[src/rtl/alu_sequencer.sv]
// alu_sequencer: four-phase (Q1..Q4) instruction-cycle controller. It latches an instruction,
// decodes it to an ALU op and sequences regfile read, execute, W/F/STATUS writeback and skips.
// Optional feature macro: ALU_SEQ_PERF_EN enables the executed/skipped instruction counters.
module alu_sequencer #(
  parameter int ADDR_W = 7
) (
  input  logic              clk,
  input  logic              rst_n,
  input  logic [13:0]       instr,
  input  logic              instr_valid,
  input  logic              stall,
  input  logic [7:0]        alu_result,
  output logic [1:0]        q_phase,
  output logic [3:0]        alu_op,
  output logic              alu_status_wr_en,
  output logic              lf_sel,
  output logic [7:0]        literal,
  output logic [ADDR_W-1:0] rf_addr,
  output logic              rf_rd_en,
  output logic              rf_wr_en,
  output logic              w_wr_en,
  output logic              pc_inc,
  output logic              skip_active,
  output logic              illegal_op,
  output logic [15:0]       perf_instr_cnt,
  output logic [15:0]       perf_skip_cnt
);

  localparam logic [3:0] ALU_OP_NOP    = 4'd0;
  localparam logic [3:0] ALU_OP_ADD    = 4'd1;
  localparam logic [3:0] ALU_OP_SUB    = 4'd2;
  localparam logic [3:0] ALU_OP_AND    = 4'd3;
  localparam logic [3:0] ALU_OP_XOR    = 4'd4;
  localparam logic [3:0] ALU_OP_CLR    = 4'd5;
  localparam logic [3:0] ALU_OP_COM    = 4'd6;
  localparam logic [3:0] ALU_OP_INC    = 4'd7;
  localparam logic [3:0] ALU_OP_DEC    = 4'd8;
  localparam logic [3:0] ALU_OP_PASSLF = 4'd9;
  localparam logic [3:0] ALU_OP_PASSW  = 4'd10;
  localparam logic [3:0] ALU_OP_RLF    = 4'd11;
  localparam logic [3:0] ALU_OP_RRF    = 4'd12;
  localparam logic [3:0] ALU_OP_SWAPF  = 4'd13;

  typedef enum logic [1:0] {PH_Q1 = 2'd0, PH_Q2 = 2'd1, PH_Q3 = 2'd2, PH_Q4 = 2'd3} phase_e;

  typedef struct packed {
    logic [3:0] op;
    logic       lit;
    logic       rd;
    logic       wf;
    logic       ww;
    logic       st;
    logic       sz;
    logic       ill;
  } dec_t;

  function automatic dec_t decode(input logic [13:0] iw);
    dec_t r;
    logic byte_op;
    r = '0;
    casez (iw[13:8])
      6'b000000: begin r.op = iw[7] ? ALU_OP_PASSW : ALU_OP_NOP; r.wf = iw[7]; end
      6'b000001: begin r.op = ALU_OP_CLR;    r.st = 1'b1; end
      6'b000010: begin r.op = ALU_OP_SUB;    r.st = 1'b1; end
      6'b000011: begin r.op = ALU_OP_DEC;    r.st = 1'b1; end
      6'b000101: begin r.op = ALU_OP_AND;    r.st = 1'b1; end
      6'b000110: begin r.op = ALU_OP_XOR;    r.st = 1'b1; end
      6'b000111: begin r.op = ALU_OP_ADD;    r.st = 1'b1; end
      6'b001000: begin r.op = ALU_OP_PASSLF; r.st = 1'b1; end
      6'b001001: begin r.op = ALU_OP_COM;    r.st = 1'b1; end
      6'b001010: begin r.op = ALU_OP_INC;    r.st = 1'b1; end
      6'b001011: begin r.op = ALU_OP_DEC;    r.sz = 1'b1; end
      6'b001100: begin r.op = ALU_OP_RRF;    r.st = 1'b1; end
      6'b001101: begin r.op = ALU_OP_RLF;    r.st = 1'b1; end
      6'b001110: begin r.op = ALU_OP_SWAPF; end
      6'b001111: begin r.op = ALU_OP_INC;    r.sz = 1'b1; end
      6'b1100??: begin r.op = ALU_OP_PASSLF; r.lit = 1'b1; end
      6'b111001: begin r.op = ALU_OP_AND;    r.lit = 1'b1; r.st = 1'b1; end
      6'b111010: begin r.op = ALU_OP_XOR;    r.lit = 1'b1; r.st = 1'b1; end
      6'b11110?: begin r.op = ALU_OP_SUB;    r.lit = 1'b1; r.st = 1'b1; end
      6'b11111?: begin r.op = ALU_OP_ADD;    r.lit = 1'b1; r.st = 1'b1; end
      default:   begin r.ill = 1'b1; end
    endcase
    byte_op = (iw[13:12] == 2'b00) && (iw[11:8] != 4'h0) && !r.ill;
    // CLRW is the only byte-oriented op that never reads its f operand
    if (byte_op) begin
      r.rd = !((r.op == ALU_OP_CLR) && !iw[7]);
      r.wf = iw[7];
      r.ww = !iw[7];
    end else if (r.lit) begin
      r.ww = 1'b1;
    end else begin
      r.rd = 1'b0;
    end
    return r;
  endfunction

  phase_e            phase_q, phase_d;
  logic [13:0]       instr_q, instr_d;
  logic              bubble_q, bubble_d;
  logic              cur_skip_q, cur_skip_d;
  logic              skip_pend_q, skip_pend_d;
  logic [3:0]        alu_op_q, alu_op_d;
  logic              lf_sel_q, lf_sel_d;
  logic [7:0]        literal_q, literal_d;
  logic [ADDR_W-1:0] rf_addr_q, rf_addr_d;
  logic              rf_rd_en_q, rf_rd_en_d;
  logic              rf_wr_en_q, rf_wr_en_d;
  logic              w_wr_en_q, w_wr_en_d;
  logic              status_wr_q, status_wr_d;
  logic              pc_inc_q, pc_inc_d;
  logic              skip_active_q, skip_active_d;
  logic              illegal_q, illegal_d;
  logic              enter_q4_s, leave_q4_s;
  phase_e            phase_n_s;
  dec_t              dec_s;

  // Next-state and registered-output computation; everything freezes while stall is high.
  always_comb begin
    phase_d     = phase_q;
    instr_d     = instr_q;
    bubble_d    = bubble_q;
    cur_skip_d  = cur_skip_q;
    skip_pend_d = skip_pend_q;
    enter_q4_s  = 1'b0;
    leave_q4_s  = 1'b0;
    case (phase_q)
      PH_Q1:   phase_n_s = PH_Q2;
      PH_Q2:   phase_n_s = PH_Q3;
      PH_Q3:   phase_n_s = PH_Q4;
      PH_Q4:   phase_n_s = PH_Q1;
      default: phase_n_s = PH_Q1;
    endcase
    if (!stall) begin
      phase_d    = phase_n_s;
      enter_q4_s = (phase_q == PH_Q3);
      leave_q4_s = (phase_q == PH_Q4);
      if (phase_q == PH_Q1) begin
        instr_d    = instr_valid ? instr : 14'h0000;
        bubble_d   = !instr_valid;
        cur_skip_d = instr_valid && skip_pend_q;
      end else begin
        instr_d    = instr_q;
      end
    end else begin
      phase_d = phase_q;
    end

    dec_s = decode(instr_d);

    // A skipped cycle clears the flag and can never re-arm it, even if it is itself a skip op
    if (leave_q4_s && cur_skip_q) begin
      skip_pend_d = 1'b0;
    end else if (leave_q4_s && dec_s.sz && (alu_result == 8'h00)) begin
      skip_pend_d = 1'b1;
    end else begin
      skip_pend_d = skip_pend_q;
    end

    alu_op_d      = cur_skip_d ? ALU_OP_NOP : dec_s.op;
    lf_sel_d      = dec_s.lit && !cur_skip_d;
    literal_d     = instr_d[7:0];
    rf_addr_d     = instr_d[ADDR_W-1:0];
    rf_rd_en_d    = (phase_d == PH_Q2) && dec_s.rd && !cur_skip_d;
    rf_wr_en_d    = enter_q4_s && dec_s.wf && !cur_skip_d;
    w_wr_en_d     = enter_q4_s && dec_s.ww && !cur_skip_d;
    status_wr_d   = enter_q4_s && dec_s.st && !cur_skip_d;
    illegal_d     = enter_q4_s && dec_s.ill && !cur_skip_d;
    pc_inc_d      = enter_q4_s && !bubble_d;
    skip_active_d = (phase_d == PH_Q1) ? skip_pend_d : cur_skip_d;
  end

  // State and output registers.
  always_ff @(posedge clk or negedge rst_n) begin
    if (!rst_n) begin
      phase_q       <= PH_Q1;
      instr_q       <= 14'h0000;
      bubble_q      <= 1'b0;
      cur_skip_q    <= 1'b0;
      skip_pend_q   <= 1'b0;
      alu_op_q      <= ALU_OP_NOP;
      lf_sel_q      <= 1'b0;
      literal_q     <= 8'h00;
      rf_addr_q     <= '0;
      rf_rd_en_q    <= 1'b0;
      rf_wr_en_q    <= 1'b0;
      w_wr_en_q     <= 1'b0;
      status_wr_q   <= 1'b0;
      pc_inc_q      <= 1'b0;
      skip_active_q <= 1'b0;
      illegal_q     <= 1'b0;
    end else begin
      phase_q       <= phase_d;
      instr_q       <= instr_d;
      bubble_q      <= bubble_d;
      cur_skip_q    <= cur_skip_d;
      skip_pend_q   <= skip_pend_d;
      alu_op_q      <= alu_op_d;
      lf_sel_q      <= lf_sel_d;
      literal_q     <= literal_d;
      rf_addr_q     <= rf_addr_d;
      rf_rd_en_q    <= rf_rd_en_d;
      rf_wr_en_q    <= rf_wr_en_d;
      w_wr_en_q     <= w_wr_en_d;
      status_wr_q   <= status_wr_d;
      pc_inc_q      <= pc_inc_d;
      skip_active_q <= skip_active_d;
      illegal_q     <= illegal_d;
    end
  end

  assign q_phase          = phase_q;
  assign alu_op           = alu_op_q;
  assign alu_status_wr_en = status_wr_q;
  assign lf_sel           = lf_sel_q;
  assign literal          = literal_q;
  assign rf_addr          = rf_addr_q;
  assign rf_rd_en         = rf_rd_en_q;
  assign rf_wr_en         = rf_wr_en_q;
  assign w_wr_en          = w_wr_en_q;
  assign pc_inc           = pc_inc_q;
  assign skip_active      = skip_active_q;
  assign illegal_op       = illegal_q;

`ifdef ALU_SEQ_PERF_EN
  logic [15:0] perf_instr_q, perf_instr_d;
  logic [15:0] perf_skip_q, perf_skip_d;

  // Counters step once on entry to Q4, so a stalled Q4 never double counts.
  always_comb begin
    perf_instr_d = perf_instr_q;
    perf_skip_d  = perf_skip_q;
    if (enter_q4_s && cur_skip_q) begin
      perf_skip_d = perf_skip_q + 16'd1;
    end else if (enter_q4_s && !bubble_q) begin
      perf_instr_d = perf_instr_q + 16'd1;
    end else begin
      perf_instr_d = perf_instr_q;
    end
  end

  // Counter registers.
  always_ff @(posedge clk or negedge rst_n) begin
    if (!rst_n) begin
      perf_instr_q <= 16'h0000;
      perf_skip_q  <= 16'h0000;
    end else begin
      perf_instr_q <= perf_instr_d;
      perf_skip_q  <= perf_skip_d;
    end
  end

  assign perf_instr_cnt = perf_instr_q;
  assign perf_skip_cnt  = perf_skip_q;
`else
  assign perf_instr_cnt = 16'h0000;
  assign perf_skip_cnt  = 16'h0000;
`endif

endmodule
[config.mk]
export PLATFORM = sky130hd
export DESIGN_NAME = alu_sequencer
export DESIGN_NICKNAME = d
export VERILOG_FILES = /design/src/rtl/alu_sequencer.sv
export SDC_FILE = /design/constraint.sdc
export NUM_CORES = 1
export LEC_CHECK = 0
export CAP_MARGIN = 20
export CORE_ASPECT_RATIO = 1.2
export CORE_MARGIN = 3
export CORE_UTILIZATION = 46
export DETAILED_ROUTE_END_ITERATION = 8
export GPL_ROUTABILITY_DRIVEN = 0
export PLACE_DENSITY = 0.83
export SLEW_MARGIN = 20
export SYNTH_ARGS = -nofsm -noshare
export SYNTH_HDL_FRONTEND = slang
export SYNTH_SLANG_ARGS = --single-unit
[constraint.sdc]
create_clock -name clk -period 3.3 [get_ports clk]
set_input_delay 0.66 -clock clk [delete_from_list [all_inputs] [get_ports clk]]
set_output_delay 0.66 -clock clk [all_outputs]
set_load 0.05 [all_outputs]
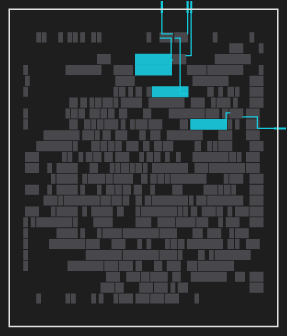
run_1/port_nets.png
(4 px per um)
Key: alu_op = cyan [bits 4, direction output, edge 3 top, 1 right, end cells 4, buffers 4, wire 67.3 um]
boundary pin count: 87
count of buffers inserted at the top-level ports: 54

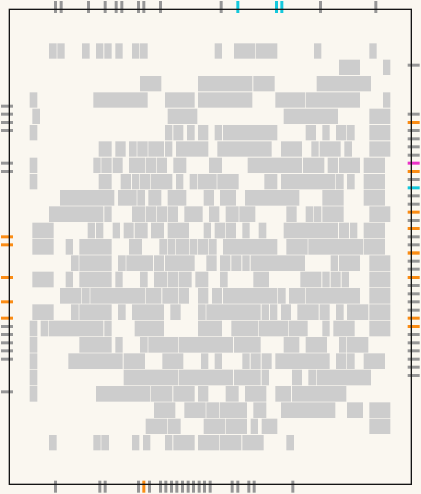
run_1/pins.png
(6 px per um) Pins as bars across the die edge, other pins in grey.
Key: rf_rd_en = magenta [pins 1, direction output, edge right]; instr = orange [pins 14, direction input, edge 8 right, 5 left, 1 bottom]; alu_op = cyan [pins 4, direction output, edge 3 top, 1 right]
All pins by edge: 34 right, 21 bottom, 17 left, 15 top.
DIE WIDTH: 66.77 um
Die Y-Extent: 78.92 um

==> flow_summary.toml, run 1 <==
# flow metrics
[worst_hold_path]
min_path_type = "flop to flop"
min_to = "skip_pend_q$_DFF_PN0_"

[final_timing]
timing.clock.skew_ps = 2.241
maxSlewHeadroom_pct = 65.26
min_period_ps = 2801
final_critical_path_setup_slack_ps = 499.1

[critical_path]
worst-endpoint-arrival_ps = 2960
timing.critical_path.to = "rf_rd_en$_DFF_PN0_"
r2r_slack_ps = 740
timing.critical_path.cells = "clkdlybuf4s50_1, nand2b_1, mux2_4, inv_2, nand3_1, o32a_1, a2111oi_2, a31oi_1"
criticalPathCategory = "primary input to flop"
timing.critical_path.to_type = "flop"
critical_path.reg2reg.startpoint = "q_phase[1]$_DFF_PN0_"
critical_path.n_buffers_inverters = 2
cpLargestDelayFamily = "buffers and inverters"
crit_path_start = "stall"
critPathMaxStageDelay_ps = 470
timing.critical_path.depth = 8

[grt]
grt_remaining_overflow = 0
globalRouteMet1Util_pct = 21.12
grt.met3_usage_pct = 5.799
antenna_found_initial = 0

[place]
post-place-ws_ps = 208.1
hpwl_um = 3221
detailed_place.area_um2 = 2402
dp_cells = 324

[drt]
met2_wire_length_um = 2057
vias = 1672
drc_viols = 0
drt-met1-wl_um = 1568
detail_route.wl_per_cell_um = 12.73

[power]
comb_power_share_pct = 64.8

[clocking]
cts_hold_repair.buffers = 0
h_tree_depth = 2
tritoncts = "done"
clock_path_buffers = 2
cts-resized-gates = 0

[synth]
yosys_register_bits = 31
yosys.cell_types.count = 43
ys_cells = 234
chip_area_yosys_um2 = 2038
synth-simple-area-share_pct = 17.50
synth.mux.area_fraction_pct = 5.463
number_of_flops_mapped_to_enable_cells_by_yosys = 0
postSynthSeqShare_pct = 38.06

[finish]
area_delta_synth_final_pct = 22.77
layout.cells.non_filler = 332
final-comb-area_um2 = 903.4
layout.core_utilization_pct = 61.07
final_cell_mix = "sky130_fd_sc_hd__clkdlybuf4s50_1, sky130_fd_sc_hd__conb_1, sky130_fd_sc_hd__nand2_1, sky130_fd_sc_hd__dfrtp_1, sky130_fd_sc_hd__nand3_1"

[status]
outcome = "finished clean"
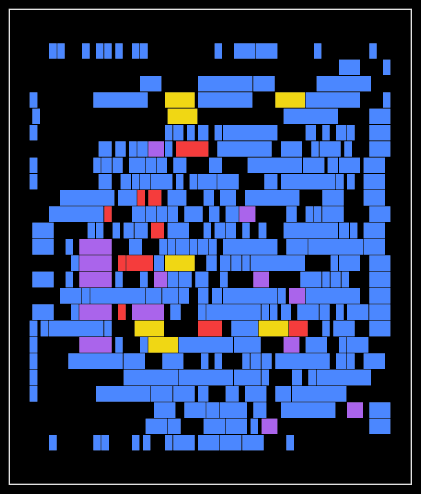
run_1/drive_strength.png
(6 px per um)
Key: drive 6 and up = yellow [cells 7, share 2.5%]; drive 1 or less = blue [cells 247, share 89%]; drive 3 to 4 = purple [cells 14, share 5.0%]; drive 2 = red [cells 10, share 3.6%]

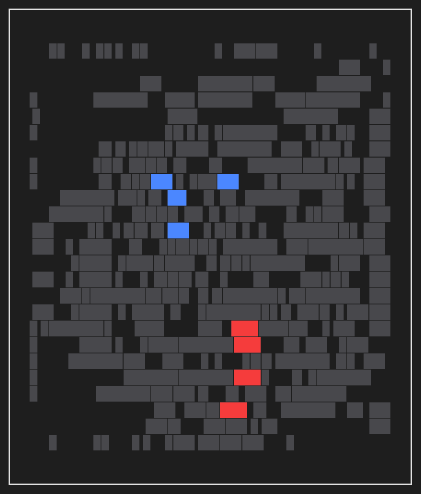
run_1/gate_families.png
(6 px per um)
Key: AND-OR and OR-AND gates = blue [cells 4]; adder and majority cells = red [cells 4, most used ha_1, where bottom middle]

==> run 1: sequential cells by signal (all words and copies together) (netlist names) <==
signal	count
literal	1
rf_addr	6
w_wr_en	1
bubble_q	1
rf_rd_en	1
q_phase	2
instr_q	7
cur_skip_q	1
rf_wr_en	1
illegal_op	1
skip_active	1
pc_inc	1
alu_status_wr_en	1
skip_pend_q	1
alu_op	4
lf_sel	1
==> run 1: layout make-up <==
type,instances,share of cell area (%)
Clock buffer,8,4.000
Inverter,16,2.500
Multi-Input combinational cell,162,36.10
Sequential cell,31,31.00
Tap cell,54,2.700
Timing Repair Buffer,61,23.70
==> run 1: power by group through the flow <==
stage | registers [uW] | logic (uW) | clock network, uW
CTS | 565 | 1610 | 330
global route | 576 | 1740 | 351
global placement | 565 | 1590 | 0
floorplan | 717 | 1180 | 0
detailed placement | 573 | 1600 | 0
finish | 562 | 1620 | 319
==> run 1: Yosys cell counts (2+ instances only) <==
cell                       instances
sky130_fd_sc_hd__nor2b_1           2
sky130_fd_sc_hd__inv_1            10
sky130_fd_sc_hd__nor3_1            6
sky130_fd_sc_hd__ha_1              4
sky130_fd_sc_hd__a211oi_1          2
sky130_fd_sc_hd__o21ai_1           2
sky130_fd_sc_hd__a21oi_1           8
sky130_fd_sc_hd__dfrtp_1          31
sky130_fd_sc_hd__nand4_1           4
sky130_fd_sc_hd__buf_6             3
sky130_fd_sc_hd__nor2_1           13
sky130_fd_sc_hd__nand3_1          14
sky130_fd_sc_hd__o21ai_0          11
sky130_fd_sc_hd__nand2_1          31
sky130_fd_sc_hd__inv_2             4
sky130_fd_sc_hd__buf_4            47
sky130_fd_sc_hd__buf_2             3
sky130_fd_sc_hd__clkbuf_1          3
sky130_fd_sc_hd__nor4_1            3
sky130_fd_sc_hd__a31oi_1           5
sky130_fd_sc_hd__mux2_4            6
run_1/final_placement.png
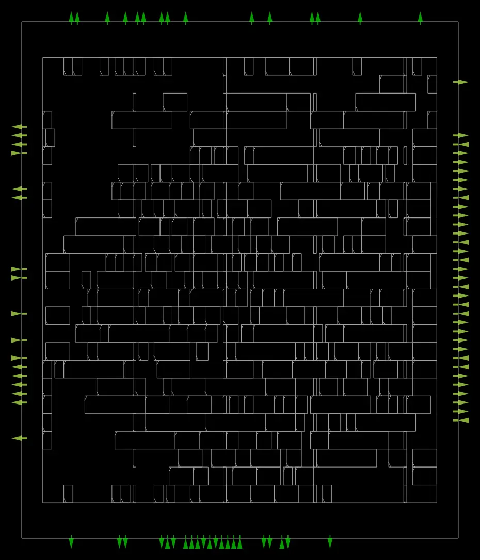

==> run 1 -> run 2 <==
--- a/config.mk
+++ b/config.mk
@@ -8,10 +8,10 @@
 export CAP_MARGIN = 20
 export CORE_ASPECT_RATIO = 1.2
 export CORE_MARGIN = 3
-export CORE_UTILIZATION = 46
+export CORE_UTILIZATION = 39
 export DETAILED_ROUTE_END_ITERATION = 8
 export GPL_ROUTABILITY_DRIVEN = 0
-export PLACE_DENSITY = 0.83
+export PLACE_DENSITY = 0.75
 export SLEW_MARGIN = 20
 export SYNTH_ARGS = -nofsm -noshare
 export SYNTH_HDL_FRONTEND = slang
==> constraint.sdc (replaced) <==
create_clock -name clk -period 2.45 [get_ports clk]
set_input_delay 0.49 -clock clk [delete_from_list [all_inputs] [get_ports clk]]
set_output_delay 0.49 -clock clk [all_outputs]
set_load 0.05 [all_outputs]
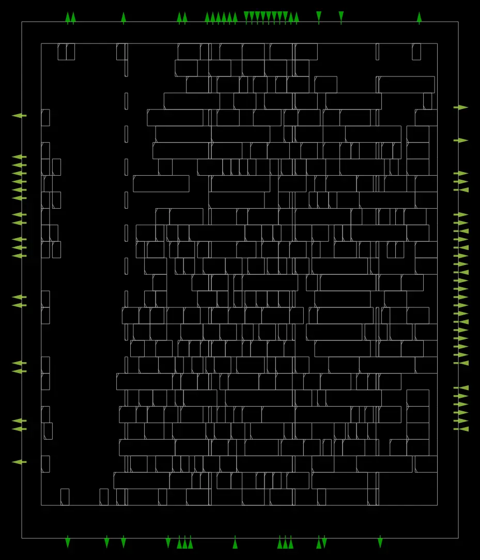
run_2/final_placement.png
Rows: 28
placeable core area: 4975 um^2
Tapcell Cnt: 60

==> flow_summary.toml, run 2 <==
# flow metrics
[status]
outcome = "finished clean"

[clocking]
clock_path_buffers = 2
h_tree_depth = 2
tritoncts = "done"
cts_hold_repair.buffers = 0

[critical_path]
required_ps = 2610
timing.critical_path.to_type = "flop"
timing.critical_path.cells = "clkdlybuf4s50_1, nand2b_4, buf_12, mux2_4, inv_4, nand2_1, o32a_1, a2111oi_2, a31oi_1"
criticalPathCategory = "primary input to flop"
critPathMaxStageDelay_ps = 480
worst-endpoint-arrival_ps = 2510

[drt]
drc_viols = 0
detail_route.wl_per_cell_um = 13.54

[finish]
logic_gates = 162
nClkBuffers = 6
final_cell_mix = "sky130_fd_sc_hd__clkdlybuf4s50_1, sky130_fd_sc_hd__buf_4, sky130_fd_sc_hd__conb_1, sky130_fd_sc_hd__nand2_1, sky130_fd_sc_hd__dfrtp_1"
clock_tree_area_fraction_pct = 4.108
flop-count = 31
comb_share_pct = 32.26
area_delta_synth_final_pct = 40.45
largest_class = "logic gates"
inverters = 16
regMostFlops = "instr_q"
proportion_of_cell_area_occupied_by_registers_pct = 27.19
final-comb-area_um2 = 923.4
non_clock_buffer_count = 101

[synth]
yosys.cell_types.count = 43
chip_area_yosys_um2 = 2038
ys_cells = 234
number_of_flops_mapped_to_enable_cells_by_yosys = 0
synth-simple-area-share_pct = 17.50
post-synth-top-count-cell = "sky130_fd_sc_hd__buf_4"
postSynthSeqShare_pct = 38.06

[place]
hpwl_um = 3980
placement.io_buffers = 54

[worst_hold_path]
min_path_type = "flop to flop"

[final_timing]
min_period_ps = 2354
maxSlewHeadroom_pct = 66.13
timing.clock.skew_ps = 7.504

[grt]
grt_remaining_overflow = 0
antenna_found_initial = 0

[floorplan]
die_y_extent_um = 85.19
boundary_pin_count = 87
## run 2: timing repair
action,in CTS,in global routing
pin swaps,0,0
resized,1,3
setup endpoints to repair,1,1
endpoints found under the hold margin,0,0
## run 2: path summary, 6_finish.rpt
path                       slack (ps)                 start                    end  cells past startpoint
max                               100                 stall     rf_rd_en$_DFF_PN0_                      9
min                               490  cur_skip_q$_DFF_PN0_  skip_pend_q$_DFF_PN0_                      1
max reg2reg                       160  q_phase[0]$_DFF_PN0_     rf_rd_en$_DFF_PN0_                     10
min reg2reg                       490  cur_skip_q$_DFF_PN0_  skip_pend_q$_DFF_PN0_                      1
max in group asynchronous        1540                 rst_n   q_phase[1]$_DFF_PN0_                      2
min in group asynchronous         600                 rst_n   instr_q[9]$_DFF_PN0_                      2
## run 2: worst max-delay path, delay by kind of cell
family / cells / cell delay, ps
buffers and inverters: 3 / 710
AND/OR/NAND/NOR: 2 / 220
multiplexers: 1 / 330
AND-OR/OR-AND: 3 / 750
## run 2: metrics by stage
stage          cell area, um^2  power (uW)  setup slack [ps]  std cells  utilization, %
2_1_floorplan             2157        2561             44.98        265               -
3_3_place_gp              2725        3353            -217.9        370           54.78
3_5_place_dp              2725        3408            -229.8        370           54.78
4_1_cts                   2848        3952             58.75        378           57.24
5_1_grt                   2863        4193             22.73        378           57.55
6_report                  2863        3967             95.67        378           57.55
## run 2: where the power goes
part	internal (uW)	switching [uW]	leakage [uW]
Sequential	681	73.7	0.000408
Combinational	1060	1630	0.000903
Clock	329	191	0.0000612
## run 2: routing by layer
| metal | vias to the layer above | share of wire (%) | track usage (%) |
|---|---|---|---|
| li1 | 877 | - | - |
| met3 | 16 | 8.0 | 3.791 |
| met2 | 97 | 51 | 30.02 |
| met5 | - | 0 | 0 |
| met1 | 838 | 38 | 19.39 |
| met4 | 0 | 3.4 | 9.060 |
Power and IR drop assume default switching activity.
